--- config.mk ---
export PLATFORM = sky130hd
export DESIGN_NAME = jbi_ncio_mrqq_ctl_flat
export DESIGN_NICKNAME = d
export VERILOG_FILES = /design/src/rtl/jbi_ncio_mrqq_ctl_if.sv /design/src/rtl/jbi_ncio_mrqq_ctl.sv /design/src/flat_wrapper.sv
export SDC_FILE = /design/constraint.sdc
export NUM_CORES = 1
export LEC_CHECK = 0
export CAP_MARGIN = 20
export CELL_PAD_IN_SITES_DETAIL_PLACEMENT = 1
export CELL_PAD_IN_SITES_GLOBAL_PLACEMENT = 1
export CORE_UTILIZATION = 35
export CTS_BUF_LIST = sky130_fd_sc_hd__clkbuf_16
export DETAILED_ROUTE_END_ITERATION = 10
export PLACE_DENSITY_LB_ADDON = 0.15
export SYNTH_ARGS = -nofsm -noshare
export SYNTH_HDL_FRONTEND = slang
export SYNTH_SLANG_ARGS = --single-unit
export TNS_END_PERCENT = 100
--- constraint.sdc ---
create_clock -name clk -period 8.7 [get_ports clk]
set_input_delay 1.305 -clock clk [delete_from_list [all_inputs] [get_ports clk]]
set_output_delay 1.305 -clock clk [all_outputs]
set_load 0.01 [all_outputs]
--- src/rtl/jbi_ncio_mrqq_ctl_if.sv ---
// Bundle of the mrqq controller signals: upstream push, buffer array ports, downstream issue.
// The slave modport is the controller; the master modport is its environment.
`ifndef JBI_MRQQ_WIDTH
`define JBI_MRQQ_WIDTH 64
`endif

interface jbi_ncio_mrqq_ctl_if #(
  parameter int WIDTH      = `JBI_MRQQ_WIDTH,
  parameter int ADDR_WIDTH = 4
);
  logic                  mrqq_push;
  logic [WIDTH-1:0]      mrqq_push_data;
  logic                  mrqq_full;
  logic [4:0]            mrqq_level;
  logic                  mrqq_ovf_err;
  logic                  mrqq_wr_en;
  logic [ADDR_WIDTH-1:0] mrqq_waddr;
  logic [WIDTH-1:0]      mrqq_wdata;
  logic                  mrqq_rd_en;
  logic [ADDR_WIDTH-1:0] mrqq_raddr;
  logic [WIDTH-1:0]      mrqq_rdata;
  logic                  mrqq_out_vld;
  logic [WIDTH-1:0]      mrqq_out_data;
  logic                  mrqq_out_ack;

  modport slave (
    input  mrqq_push, mrqq_push_data, mrqq_rdata, mrqq_out_ack,
    output mrqq_full, mrqq_level, mrqq_ovf_err, mrqq_wr_en, mrqq_waddr, mrqq_wdata,
           mrqq_rd_en, mrqq_raddr, mrqq_out_vld, mrqq_out_data
  );

  modport master (
    output mrqq_push, mrqq_push_data, mrqq_rdata, mrqq_out_ack,
    input  mrqq_full, mrqq_level, mrqq_ovf_err, mrqq_wr_en, mrqq_waddr, mrqq_wdata,
           mrqq_rd_en, mrqq_raddr, mrqq_out_vld, mrqq_out_data
  );
endinterface

--- src/rtl/jbi_ncio_mrqq_ctl.sv ---
// NCIO memory-request queue controller: drives a 16-entry 1R1W array and prefetches its
// 1-cycle-latency read data into a 2-entry output stage so the consumer sees 1 word/cycle.
// Handshakes: a push is taken when mrqq_push=1 and mrqq_full=0; the head is popped when
// mrqq_out_vld=1 and mrqq_out_ack=1 (ack without valid is ignored).
`ifndef JBI_MRQQ_WIDTH
`define JBI_MRQQ_WIDTH 64
`endif

module jbi_ncio_mrqq_ctl #(
  parameter int ADDR_WIDTH = 4,
  parameter int WIDTH      = `JBI_MRQQ_WIDTH
) (
  input  logic                clk,
  input  logic                rst_l,
  jbi_ncio_mrqq_ctl_if.slave  mrqq
);

  localparam logic [ADDR_WIDTH:0] FULL_CNT = {1'b1, {ADDR_WIDTH{1'b0}}};

  logic [ADDR_WIDTH-1:0] wptr_q, rptr_q;
  logic [ADDR_WIDTH:0]   arr_cnt_q;
  logic                  inflight_q;
  logic [1:0]            out_cnt_q;
  logic [WIDTH-1:0]      head_q, tail_q;
  logic                  ovf_q;

  logic                  full;
  logic                  wr_en;
  logic                  rd_en;
  logic                  ack;
  logic [2:0]            stage_need;

  assign full  = (arr_cnt_q == FULL_CNT);
  assign wr_en = mrqq.mrqq_push & ~full;
  assign ack   = mrqq.mrqq_out_ack & (out_cnt_q != 2'd0);

  // Words already owed to the stage after this cycle's pop; a new read needs room for one more.
  assign stage_need = {1'b0, out_cnt_q} + {2'b00, inflight_q} - {2'b00, ack};
  assign rd_en      = (arr_cnt_q != '0) & (stage_need < 3'd2);

  assign mrqq.mrqq_full     = full;
  assign mrqq.mrqq_ovf_err  = ovf_q;
  assign mrqq.mrqq_wr_en    = wr_en;
  assign mrqq.mrqq_waddr    = wptr_q;
  assign mrqq.mrqq_wdata    = mrqq.mrqq_push_data;
  assign mrqq.mrqq_rd_en    = rd_en;
  assign mrqq.mrqq_raddr    = rptr_q;
  assign mrqq.mrqq_out_vld  = (out_cnt_q != 2'd0);
  assign mrqq.mrqq_out_data = head_q;
  assign mrqq.mrqq_level    = 5'(arr_cnt_q) + 5'(inflight_q) + 5'(out_cnt_q);

  always_ff @(posedge clk) begin
    if (!rst_l) begin
      wptr_q     <= '0;
      rptr_q     <= '0;
      arr_cnt_q  <= '0;
      inflight_q <= 1'b0;
      out_cnt_q  <= 2'd0;
      ovf_q      <= 1'b0;
    end else begin
      if (wr_en) wptr_q <= wptr_q + 1'b1;
      if (rd_en) rptr_q <= rptr_q + 1'b1;
      arr_cnt_q  <= arr_cnt_q + {{ADDR_WIDTH{1'b0}}, wr_en} - {{ADDR_WIDTH{1'b0}}, rd_en};
      inflight_q <= rd_en;
      ovf_q      <= mrqq.mrqq_push & full;
      case ({inflight_q, ack})
        2'b10:   out_cnt_q <= out_cnt_q + 2'd1;
        2'b01:   out_cnt_q <= out_cnt_q - 2'd1;
        default: out_cnt_q <= out_cnt_q;
      endcase
    end
  end

  // Stage data needs no reset: out_cnt_q alone decides what is valid.
  always_ff @(posedge clk) begin
    case ({inflight_q, ack})
      2'b10: begin
        if (out_cnt_q == 2'd0) head_q <= mrqq.mrqq_rdata;
        else                   tail_q <= mrqq.mrqq_rdata;
      end
      2'b01: head_q <= tail_q;
      2'b11: begin
        if (out_cnt_q == 2'd1) begin
          head_q <= mrqq.mrqq_rdata;
        end else begin
          head_q <= tail_q;
          tail_q <= mrqq.mrqq_rdata;
        end
      end
      default: ;
    endcase
  end

endmodule

--- src/flat_wrapper.sv ---
// flat-port wrapper written by rule: the top's interface ports become plain ports
module jbi_ncio_mrqq_ctl_flat 
#(
  parameter int ADDR_WIDTH = 4,
  parameter int WIDTH      = `JBI_MRQQ_WIDTH
)
  (clk, rst_l, mrqq_mrqq_push, mrqq_mrqq_push_data, mrqq_mrqq_rdata, mrqq_mrqq_out_ack, mrqq_mrqq_full, mrqq_mrqq_level, mrqq_mrqq_ovf_err, mrqq_mrqq_wr_en, mrqq_mrqq_waddr, mrqq_mrqq_wdata, mrqq_mrqq_rd_en, mrqq_mrqq_raddr, mrqq_mrqq_out_vld, mrqq_mrqq_out_data);
  jbi_ncio_mrqq_ctl_if #(.WIDTH(WIDTH), .ADDR_WIDTH(ADDR_WIDTH)) mrqq_i ();
  input  logic clk;
  input  logic rst_l;
  input wire logic [$bits(mrqq_i.mrqq_push)-1:0] mrqq_mrqq_push;
  input wire logic [$bits(mrqq_i.mrqq_push_data)-1:0] mrqq_mrqq_push_data;
  input wire logic [$bits(mrqq_i.mrqq_rdata)-1:0] mrqq_mrqq_rdata;
  input wire logic [$bits(mrqq_i.mrqq_out_ack)-1:0] mrqq_mrqq_out_ack;
  output wire logic [$bits(mrqq_i.mrqq_full)-1:0] mrqq_mrqq_full;
  output wire logic [$bits(mrqq_i.mrqq_level)-1:0] mrqq_mrqq_level;
  output wire logic [$bits(mrqq_i.mrqq_ovf_err)-1:0] mrqq_mrqq_ovf_err;
  output wire logic [$bits(mrqq_i.mrqq_wr_en)-1:0] mrqq_mrqq_wr_en;
  output wire logic [$bits(mrqq_i.mrqq_waddr)-1:0] mrqq_mrqq_waddr;
  output wire logic [$bits(mrqq_i.mrqq_wdata)-1:0] mrqq_mrqq_wdata;
  output wire logic [$bits(mrqq_i.mrqq_rd_en)-1:0] mrqq_mrqq_rd_en;
  output wire logic [$bits(mrqq_i.mrqq_raddr)-1:0] mrqq_mrqq_raddr;
  output wire logic [$bits(mrqq_i.mrqq_out_vld)-1:0] mrqq_mrqq_out_vld;
  output wire logic [$bits(mrqq_i.mrqq_out_data)-1:0] mrqq_mrqq_out_data;
  assign mrqq_i.mrqq_push = mrqq_mrqq_push;
  assign mrqq_i.mrqq_push_data = mrqq_mrqq_push_data;
  assign mrqq_i.mrqq_rdata = mrqq_mrqq_rdata;
  assign mrqq_i.mrqq_out_ack = mrqq_mrqq_out_ack;
  assign mrqq_mrqq_full = mrqq_i.mrqq_full;
  assign mrqq_mrqq_level = mrqq_i.mrqq_level;
  assign mrqq_mrqq_ovf_err = mrqq_i.mrqq_ovf_err;
  assign mrqq_mrqq_wr_en = mrqq_i.mrqq_wr_en;
  assign mrqq_mrqq_waddr = mrqq_i.mrqq_waddr;
  assign mrqq_mrqq_wdata = mrqq_i.mrqq_wdata;
  assign mrqq_mrqq_rd_en = mrqq_i.mrqq_rd_en;
  assign mrqq_mrqq_raddr = mrqq_i.mrqq_raddr;
  assign mrqq_mrqq_out_vld = mrqq_i.mrqq_out_vld;
  assign mrqq_mrqq_out_data = mrqq_i.mrqq_out_data;
  jbi_ncio_mrqq_ctl #(.ADDR_WIDTH(ADDR_WIDTH), .WIDTH(WIDTH)) u_core (.clk(clk), .rst_l(rst_l), .mrqq(mrqq_i));
endmodule
Fig. 1: cell area per tile
(3 px per um) The die is cut into 13 by 13 equal tiles; dark blue is low, red is high, 0 to 100% covered.
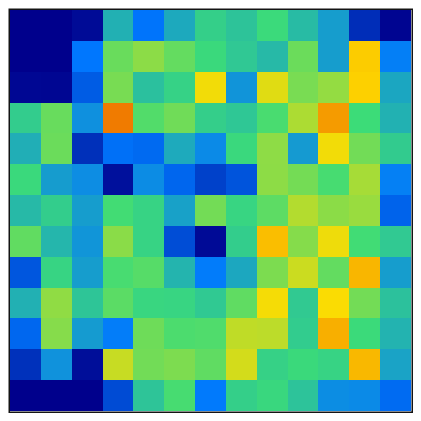
tiles over 75% full	4.7%
emptiest ninth of the die	top left
fullest tile	86%
mean over tiles	43%
nearly empty tiles	5.9%
initial cell density of the core: 0.363
utilization after layout: 0.476
Core Area: 16800 um^2

Fig. 2: track usage over the die
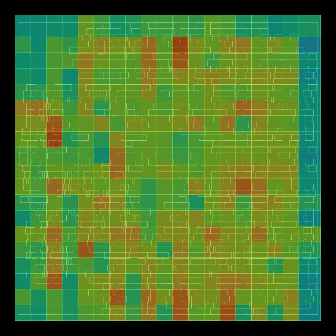
global-route usage over all layers: 0.150
met3 Use GR: 0.0586
WL/cell: 18.0 um
Top Usage Layer GRT: met2
met2 usage: 0.232

Fig. 3: port wiring
(2 px per um)
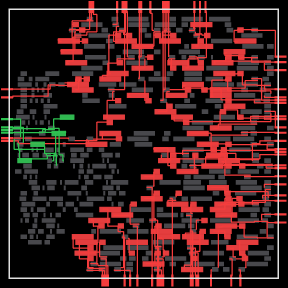
colour	port	bits	direction	edge	end cells	wire
green	`mrqq_mrqq_raddr`	4	output	left	4	206 um
red	`mrqq_mrqq_rdata`	64	input	23 right, 20 bottom, 17 top, 4 left	128	2790 um
Ports: 278
Buffers on Ports: 149

==> impl_metrics.csv <==
group,metric,value,unit
layout,area.combinational,1320,um^2
setup_path,path_depth,8,
clock_network,cts_tree,"built",
route,firstDrtPassIters,4,
synthesis,yosysCellCount,395,
route,postRouteAntennaNets,0,
synthesis,edf_count,128,
timing,finalSetupViolCount,0,
pwr,p_leak,2.95,nW
layout,diodes,0,
min_path,hold_depth,2,
setup_path,cp_slowest_cell,"clkdlybuf4s50_1",
clock_network,clk_latency,410,ps
clock_network,cts_buffers,17,
setup_path,worstSetupPathType,"primary input to primary output",
pwr,power_clock,0.745,mW
layout,mostFrequentLayoutCell,"clkdlybuf4s50_1",
layout,seq-cell-share,0.524,
route,post-route-drc-count,0,
layout,final-clk-cell-share,0.0765,
layout,n_fill_cell,1629,
layout,drive_above_1_share,0.0857,
setup_path,reg2reg_slack,4740,ps
setup_path,crit_required,7390,ps
synthesis,area_leaders,"edfxtp_1 63%, a22o_1 9.2%, buf_4 7.9%",
synthesis,yosys.stat.seqShare,0.688,
layout,comb_share,0.166,
layout,syn2layout_area_growth,31.3,%
pwr,cellPowerDensity,350,nW/um^2
clock_network,numClockSinks,145,
min_path,hold_end,"u_core.mrqq.mrqq_waddr[3]",
synthesis,synth_warnings,0,
setup_path,crit_start,"mrqq_mrqq_out_ack",
timing,max_slew.worst_pin.slew,820,ps
synthesis,post-synth-top-count-cell,"edfxtp_1",
synthesis,flop_cell,"edfxtp_1",
timing,post-route-period-util,0.617,
clock_network,cts_resized,0,
min_path,min-delay-start,"u_core.mrqq.mrqq_waddr[3]",
layout,ff_count,145,
synthesis,top_area_cell,"edfxtp_1",
clock_network,ctsHtreeMaxLevel,4,
pwr,pwr-share-seq,0.408,
clock_network,holdBufCountCts,0,
pwr,pg_seq,1.14,mW
route,vias,3500,
synthesis,adder_share,0.0440,
setup_path,crit_buf_inv,2,
setup_path,crit_arrival,4070,ps
setup_path,slowest_delay,620,ps
global_routing,antenna_found_initial,0,
pwr,powerComb,0.908,mW
synthesis,synth.cellmix.compoundShare,0.110,
setup_path,path_max_fanout,5,
global_routing,gr-total-overflow,0,
run_status,status,"completed",
timing,setup-tns-final,0,ps
synthesis,top_cell_area_share,0.632,
die,tapCellCount,220,
pwr,vdd_drop_max,0.000155,V
place,hpwl,8660,um
setup_path,r2r_cells,15,
place,placed_cell_area,7370,um^2
setup_path,r2r-end,"u_core.arr_cnt_q[4]",
synthesis,simple_gate_area_frac,0.0356,
synthesis,async_reset_ff_frac,0,
clock_network,cts_setup_buffers,0,
synthesis,ys_chip_area,6080,um^2
pwr,internal-power,1.97,mW
synthesis,netlist_instances,395,
route,drt_iter0_drc,160,
setup_path,crit_path_frequent_cell,"clkdlybuf4s50_1",
timing,slew_headroom,0.453,
setup_path,critical_path.top_delay_family,"buffers and inverters",
synthesis,synthMuxAreaShare,0.0101,
layout,n_all_inverters,18,
layout,num-nonclk-buffers,153,
synthesis,ys_sh_xor,0.0115,
pwr,comb_power_share,0.325,
route,routed-wl-met3,1050,um
layout,clock_buffers,17,
Power and IR drop assume default switching activity.
